### Signal wires on met2

Bar = 200 um.
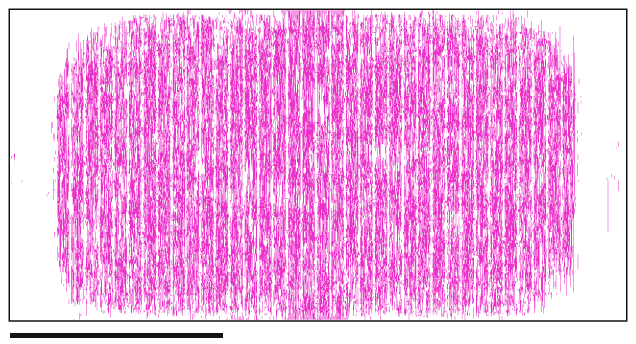
### I/O nets highlighted

Bar = 200 um.
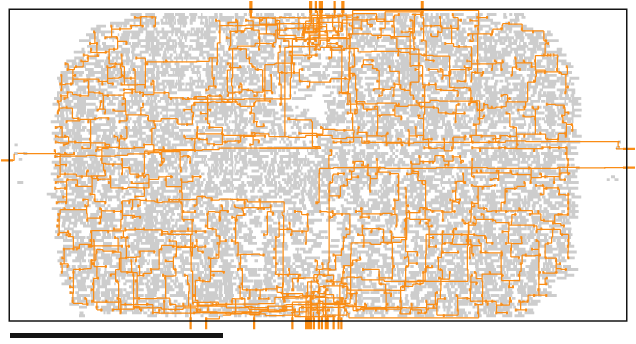
### Signal wires by layer

Two of the layers only.
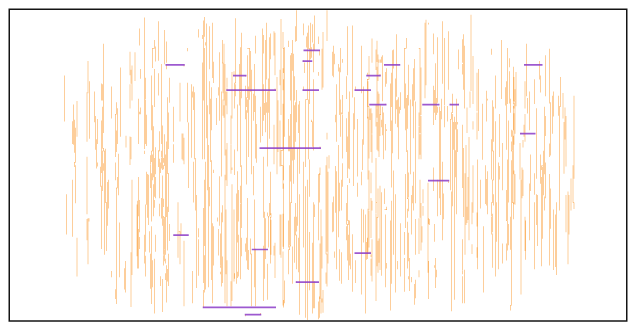
### Placed standard cells

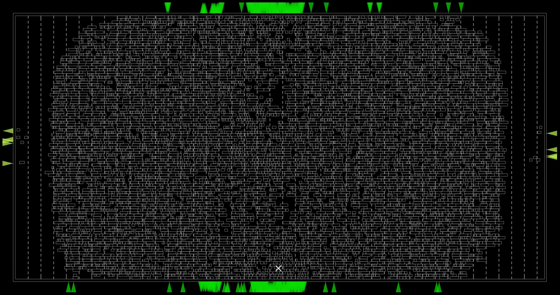
### Sequential cells grouped by signal name

Other cells in gray.
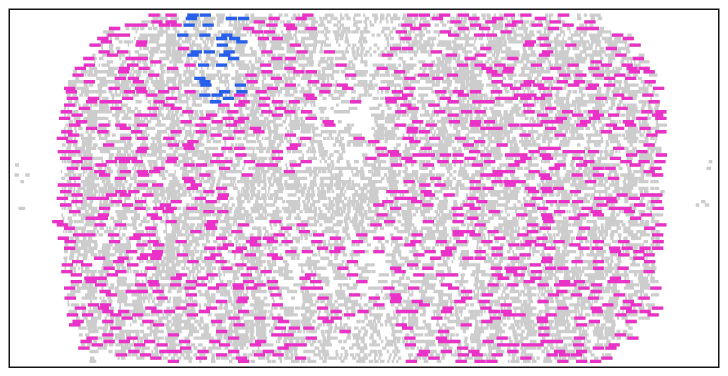
==> config.mk <==
export PLATFORM = sky130hd
export DESIGN_NAME = regfile_mp
export DESIGN_NICKNAME = d
export VERILOG_FILES = /design/src/rtl/regfile_mp.sv
export SDC_FILE = /design/constraint.sdc
export NUM_CORES = 2
export LEC_CHECK = 0
export CORE_ASPECT_RATIO = 0.5
export CORE_MARGIN = 2
export CORE_UTILIZATION = 45
export DETAILED_ROUTE_END_ITERATION = 7
export PLACE_DENSITY_LB_ADDON = 0.25
export SLEW_MARGIN = 20
export SYNTH_ARGS = -nofsm -noshare
export SYNTH_HDL_FRONTEND = slang
export SYNTH_SLANG_ARGS = --single-unit
export TNS_END_PERCENT = 100
==> constraint.sdc <==
create_clock -name Clock -period 3.4 [get_ports Clock]
set_input_delay 0.51 -clock Clock [delete_from_list [all_inputs] [get_ports Clock]]
set_output_delay 0.51 -clock Clock [all_outputs]
set_load 0.01 [all_outputs]
==> impl_metrics.json <==
{
  "outcome": "finished, violations left",
  "violations_in_the_final_reports": "design-rule violations, negative setup slack",
  "openroad_warning_count": 41,
  "critical_path_class": "flip-flop to output port",
  "place.detailed.instances": 9235,
  "timing.fmax_ghz": 0.288,
  "drt_pre_antenna_iters": 8,
  "hpwl_um": 255000,
  "cts_root_buf": "clkbuf_16",
  "post-synth-top-area-cell": "dfrtp_1",
  "rr_worst_depth": 3,
  "post-route-period-util_pct": 102,
  "top_cells_by_area": "dfrtp_1, mux4_2, mux2i_1, nand2_1, clkbuf_1",
  "final.min_clock_period_ns": 3.47,
  "finish.net_count": 7289,
  "global_route.overflow_total": 0,
  "total_power_mw": 47.9,
  "floorplan.core_util_pct": 45.3,
  "worstHoldPathType": "input port to asynchronous set/reset pin",
  "cts_tree": "yes",
  "worst_ir_drop_vdd_mv": 0.442,
  "initialDrtViolationCount": 12728,
  "ys_cells": 6967,
  "postSynth.asyncResetShare_pct": 100,
  "synth.top_cell.area_share_pct": 35.6,
  "floorplan.nets": 7067,
  "yosys_warnings": 0,
  "setup_viol_count_final": 10,
  "drv.max_cap_violation_count": 0,
  "tritoncts.num_buffers": 107,
  "post-route-drc-count": 10,
  "h_tree_depth": 3,
  "slew_headroom_pct": 36.2,
  "total_die_size_sq_mm": 0.168,
  "postRouteAntennaNets": 0,
  "crit_fanout": 3,
  "final_hold_fails": 0,
  "postSynth.topFlopCell": "dfrtp_1",
  "syn_inst": 6967,
  "synth_flops": 1056,
  "p_leak_nw": 38.0,
  "area_of_the_mapped_netlist_sq_mm": 0.0742,
  "die_x_um": 578,
  "area_growth_syn_to_layout_pct": 20.4,
  "power_density_mw_per_mm2": 536,
  "final.hold.worst_slack_ns": 0.356,
  "worstSetupEndpointType": "output port",
  "setup_tns_ns": -0.331,
  "max_ffs_per_register": 1024,
  "std_cell_rows": 105,
  "fin_skew_ns": 0,
  "worst_skew_pair.late_latency_ns": 0.75,
  "grt_first_pass_wirelength_um": 530000,
  "first_global_vias": 65922,
  "tightestPinTransition_ns": 0.956,
  "numClockSinks": 1056,
  "critical_path_required_ns": 2.89,
  "synth-area-yosys_sq_mm": 0.0742,
  "post_route_cells_drive_above_1_share_pct": 29.0,
  "clockBufferDepth": 3,
  "route.detailed.vias_per_inst": 7.41,
  "synth-seq-area-share_pct": 35.6,
  "rsz0062_at_grt": "true",
  "post-route-worst-setup-slack_ns": -0.0725,
  "crit_path_start_kind": "flip-flop",
  "drv_slew": 0,
  "enable_flop_cells": 0,
  "initial_antenna_violation_count": 35,
  "die_h_um": 291,
  "synthesis.area_per_instance_sq_um": 10.7,
  "gp_routability_congestion": 1.06,
  "synth.distinct_cells": 54,
  "clk_pin_slew_ns": 0.06,
  "maximum_number_of_pins_on_one_net_before_global_route_repair": 107,
  "worst-endpoint-arrival_ns": 2.96,
  "setup.reg_to_reg.worst_slack_ns": 2.41,
  "placement.setup.worst_slack_ns": -0.991
}
-- 'Signal wires on met2' (at the start) --
- wire length on this layer: 150 mm
- longest straight run: 143 um
- share of all routed wire: 39%
- main direction: vertical
drt total wl: 384,000 um
via count: 70,244
grt met2 use: 59.3%

-- 'I/O nets highlighted' (at the start) --
- orange: WrData1 (direction input; end cells 1,044; buffers 66; wire 17,500 um)
number of port buffers: 197
top-level port count: 198

-- 'Signal wires by layer' (at the start) --
- purple: M5 (wire length 429 um)
- orange: M4 (wire length 27.7 mm)
post-DR wirelength/cell: 40.5 um
total routing resource utilization after global routing: 44.9%

-- 'Placed standard cells' (at the start) --
share of the core filled with cells in the final layout: 54.5%
seq_cells: 1,056
non-filler instance count after layout: 9,484
fraction of standard cell area that is sequential: 29.6%
floorplan core area: 0.164 sq mm

-- 'Sequential cells grouped by signal name' (at the start) --
- blue: pending (sequential cells 32)
- magenta: regs (sequential cells 1,024; where spread over the die)
Flop+latch power: 19.2 mW
sequential standard cell area: 0.0264 sq mm

cells by family after synthesis:
group | after synthesis | share of synthesized area [%]
simple gates | 1420 | 7.68
compound gates | 1748 | 15.0
flops | 1056 | 35.6
xor+xnor | 20 | 0.236
buf+inv | 983 | 5.66
mux | 1740 | 35.8
per-stage QoR:
stage | area, sq um | utilization (%)
finish | 89300 | 54.5
global route | 89300 | 54.5
CTS | 89000 | 54.3
detailed placement | 84600 | 51.6
global placement | 84600 | 51.6
floorplan | 74200 | -
repair_timing:
| action | CTS | global route |
|---|---|---|
| cloned | 1 | 3 |
| pin swaps | 22 | 15 |
| setup endpoints to repair | 93 | 66 |
| resized | 240 | 127 |
| hold buffers | 1 | 0 |
| endpoints found under the hold margin | 41 | 0 |
| buffers inserted | 21 | 16 |
cell usage in the layout (no fill, tap or decap), types with 25 or more instances in the layout:
| cell | synthesis | routed |
|---|---|---|
| a211oi_1 | 54 | 39 |
| a21oi_1 | 482 | 479 |
| a22o_1 | 62 | 61 |
| a22oi_1 | 103 | 103 |
| a31oi_1 | 69 | 69 |
| a32oi_1 | 225 | 225 |
| buf_12 | 0 | 227 |
| buf_4 | 66 | 647 |
| clkbuf_16 | 0 | 111 |
| clkbuf_2 | 1 | 31 |
| clkbuf_8 | 0 | 25 |
| clkdlybuf4s50_1 | 0 | 77 |
| dfrtp_1 | 1056 | 1055 |
| dlygate4sd2_1 | 0 | 40 |
| mux2_2 | 57 | 47 |
| mux2i_1 | 956 | 956 |
| mux4_2 | 727 | 727 |
| nand2_1 | 678 | 648 |
| nand2_4 | 0 | 31 |
| nor2_1 | 615 | 582 |
| nor2_4 | 0 | 27 |
| o21ai_0 | 474 | 473 |
| o221ai_1 | 62 | 62 |
| o22ai_1 | 68 | 68 |
| o32ai_1 | 56 | 45 |
cells in the mapped netlist, drive strengths merged (56+ instances only):
library cell	number
buf	320
o21ai	482
clkbuf	652
a22oi	103
a21oi	482
dfrtp	1056
o22ai	68
mux4	727
mux2i	956
o221ai	62
nand2	681
a22o	62
o32ai	56
nor2	623
a31oi	69
a32oi	225
mux2	57
layer usage:
metal / track usage, % / vias to the layer above / part of all wire [%]
li1: - / 26978 / -
met1: 56.8 / 35094 / 35
met2: 59.3 / 6496 / 39
met3: 25.5 / 1632 / 18
met4: 25.8 / 44 / 7.2
met5: 0.425 / - / 0.11
area by class of cell:
| type | count | area (sq um) |
|---|---|---|
| flip-flops and latches | 1056 | 26400 |
| clock inverters | 39 | 444 |
| inverters | 11 | 41.3 |
| multi-input cells | 4928 | 45000 |
| clock buffers | 154 | 3150 |
| repair buffers | 1085 | 11500 |
| diodes | 18 | 45.0 |
| well taps | 2193 | 2740 |
| fillers | 14058 | 74600 |
worst max-delay path: stages (launching register included):
cell	delay (ns)
dfrtp_1	0.43
buf_4	0.16
mux4_2	0.50
a22o_1	0.28
a2111oi_4	0.30
buf_4	0.17
o32ai_1	0.07
clkdlybuf4s15_1	0.28
where the power goes:
part | leakage, nW | switching (mW) | internal (mW)
logic | 23.2 | 7.53 | 8.29
clock network | 1.78 | 5.79 | 7.03
registers | 13.0 | 3.58 | 15.7
No activity file was given, so power comes from the tool's default toggle rates.
